==> config.mk <==
export PLATFORM = sky130hd
export DESIGN_NAME = qam16_frame_sync
export DESIGN_NICKNAME = d
export VERILOG_FILES = /design/src/rtl/qam16_frame_sync.sv
export SDC_FILE = /design/constraint.sdc
export NUM_CORES = 1
export LEC_CHECK = 0
export ABC_AREA = 1
export CORE_MARGIN = 2
export CORE_UTILIZATION = 35
export DETAILED_ROUTE_END_ITERATION = 7
export DONT_BUFFER_PORTS = 1
export PLACE_DENSITY = 0.56
export SLEW_MARGIN = 20
export SYNTH_ARGS = -nofsm -noshare
export SYNTH_HDL_FRONTEND = slang
export SYNTH_SLANG_ARGS = --single-unit
==> constraint.sdc <==
create_clock -name clk -period 1.7 [get_ports clk]
set_input_delay 0.51 -clock clk [delete_from_list [all_inputs] [get_ports clk]]
set_output_delay 0.51 -clock clk [all_outputs]
set_load 0.02 [all_outputs]
Figure 1. Power grid (run 1).
Scale: 6 px per um. Pins as bars on the die edge.
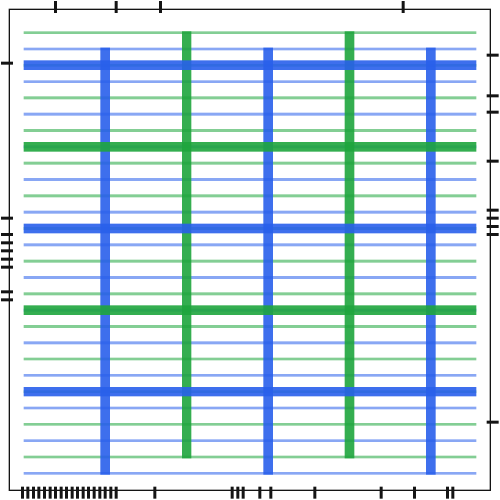
Key: VSS = blue; VDD = green
28 met1 rails follow the rows. The core has 27 rows. 51 signal pins sit on the boundary.
Die Y: 79.9 um
Peak VDD IR: 0.448 mV
Core Footprint: 5540 sq um
chip width: 79.9 um

Figure 2. Placed standard cells (run 1).
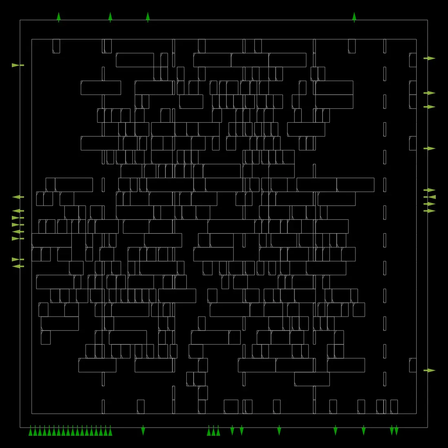
Final Util: 42.3%
non-filler cells, final: 390
flop count: 34
row count: 27
Fill cells: 590

Figure 3. Sizing map (run 1).
Scale: 3 px per um.
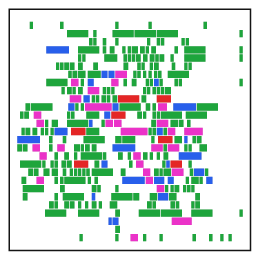
Key: _2 cells = blue [cells 28, share 8.8%]; _3 and _4 cells = magenta [cells 29, share 9.1%]; _6 and larger = red [cells 7, share 2.2%]; _0 and _1 cells = green [cells 254, share 80%]
final instance area: 2340 sq um
setup slack after layout: 103 ps
Non-CTS buffers: 17
Area Growth Syn to Fin: 16.0%

==> results_dict.tcl, run 1 <==
# flow metrics
set metrics [dict create \
    yosysTopAreaCell "dfxtp_1" \
    top_power_group "sequential cells" \
    dr.pass1.iters 5 \
    drive_gt1_share_pct 20.1 \
    grt_pass1_wl_um 7540 \
    overflow 0 \
    status "completed" \
    htreeDepth 2 \
    wl_met2_um 2030 \
    drv_slew 0 \
    grt.busiest_layer "met2" \
    synthAoiAreaFrac_pct 11.3 \
    cpPeakStageDelay_ps 360 \
    finClkSkew_ps 7.70 \
    gp_congestion 0.827 \
    clockBufferCount 5 \
    antennaDiodeCount 0 \
    warnings 50 \
    cp_data_arrival_time_ps 1820 \
    ant_nets 0 \
    p_seq_share_pct 49.5 \
    r2r_setup_slack_ps 100 \
    seq_share_pct 29.4 \
    track_usage_pct 14.9 \
    most-common-layout-cells "60 x nand2_1, 42 x nor2_1, 28 x dfxtp_1" \
    cts_buffer_depth 2 \
    io_buffers 0 \
    ys_cells 303 \
    top_cell_area_share_pct 33.7 \
    p_int_w 0.00122 \
]
## Run 2: what changed since run 1
- SLEW_MARGIN: 20 -> unset
Figure 4. Sizing map (run 2).
Scale: 3 px per um.
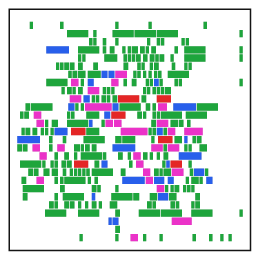
Key: _6 and larger = red [cells 7, share 2.2%]; _0 and _1 cells = green [cells 254, share 80%]; _2 cells = blue [cells 28, share 8.8%]; _3 and _4 cells = magenta [cells 29, share 9.1%]

Figure 5. Close-up of the layout (run 2).
Window x 15 to 65, y 30 to 80 um. Cells in gray, sequential cells in the stronger gray; small squares are vias.
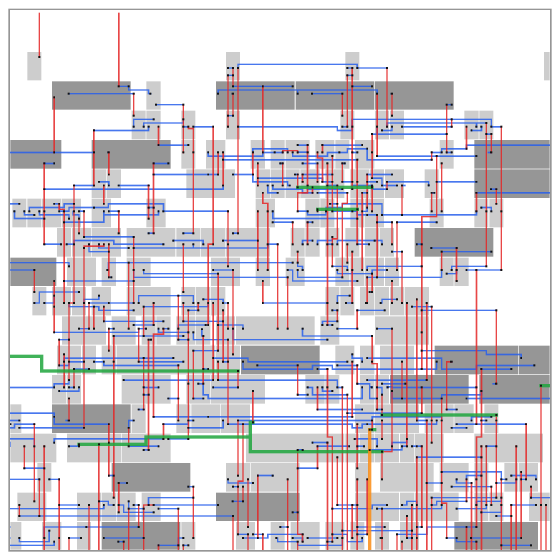
Key: metal 3 = green; metal 1 = blue; metal 4 = orange; metal 2 = red
Most frequent: nand2_1 (43), nor2_1 (23), inv_1 (19). Sequential cells in the window: 19. 183 logic cells have their middle in the window.

Figure 6. Power grid (run 2).
Scale: 6 px per um. Pins as bars on the die edge.
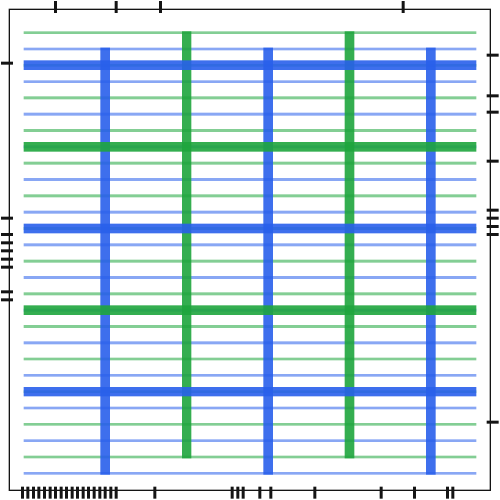
Key: VDD = green; VSS = blue
51 signal pins sit on the boundary. 5 straps on met4. The core has 27 rows. 28 met1 rails follow the rows. 5 straps on met5.

==> run 2 against run 1 <==
Clock skew unchanged. Hold slack did not move. Critical path type unchanged. Sequential cell count is the same. Register-to-register slack is essentially flat. Sequential power is essentially flat. Maximum frequency unchanged. Sequential share of layout area is the same. Worst setup slack did not move.
==> results_dict.tcl, run 2 <==
# flow metrics
set metrics [dict create \
    die_h_um 79.9 \
    rows 27 \
    buffers 17 \
    clockBufferCount 5 \
    drv_slew 0 \
    core_area_sq_um 5540 \
    utilization_pct 42.3 \
    status "completed" \
    yosysTopAreaCell "dfxtp_1" \
    antennaDiodeCount 0 \
    dr.pass1.iters 5 \
    p_seq_share_pct 49.5 \
    cts_buffer_depth 2 \
    stdcell_count 390 \
    ant_nets 0 \
    top_cell_area_share_pct 33.7 \
    gp_congestion 0.827 \
    cpPeakStageDelay_ps 360 \
    track_usage_pct 14.9 \
    r2r_setup_slack_ps 100 \
    finClkSkew_ps 7.70 \
    stdcell_area_sq_um 2340 \
    sh_comb_area_pct 52.2 \
    cts_tree "done" \
    ys.flops 34 \
    flops 34 \
    grt.busiest_layer "met2" \
    wl_met2_um 2030 \
    io_buffers 0 \
    area_growth_pct 16.0 \
    htreeDepth 2 \
    top_power_group "sequential cells" \
    overflow 0 \
    warnings 50 \
    setup_slack_ps 103 \
    cp_data_arrival_time_ps 1820 \
    most-common-layout-cells "60 x nand2_1, 42 x nor2_1, 28 x dfxtp_1" \
    p_int_w 0.00122 \
    ir_drop_mv 0.448 \
    grt_pass1_wl_um 7540 \
    fillers 590 \
    boundaryPins 51 \
]
No activity file was given, so power comes from the tool's default toggle rates.
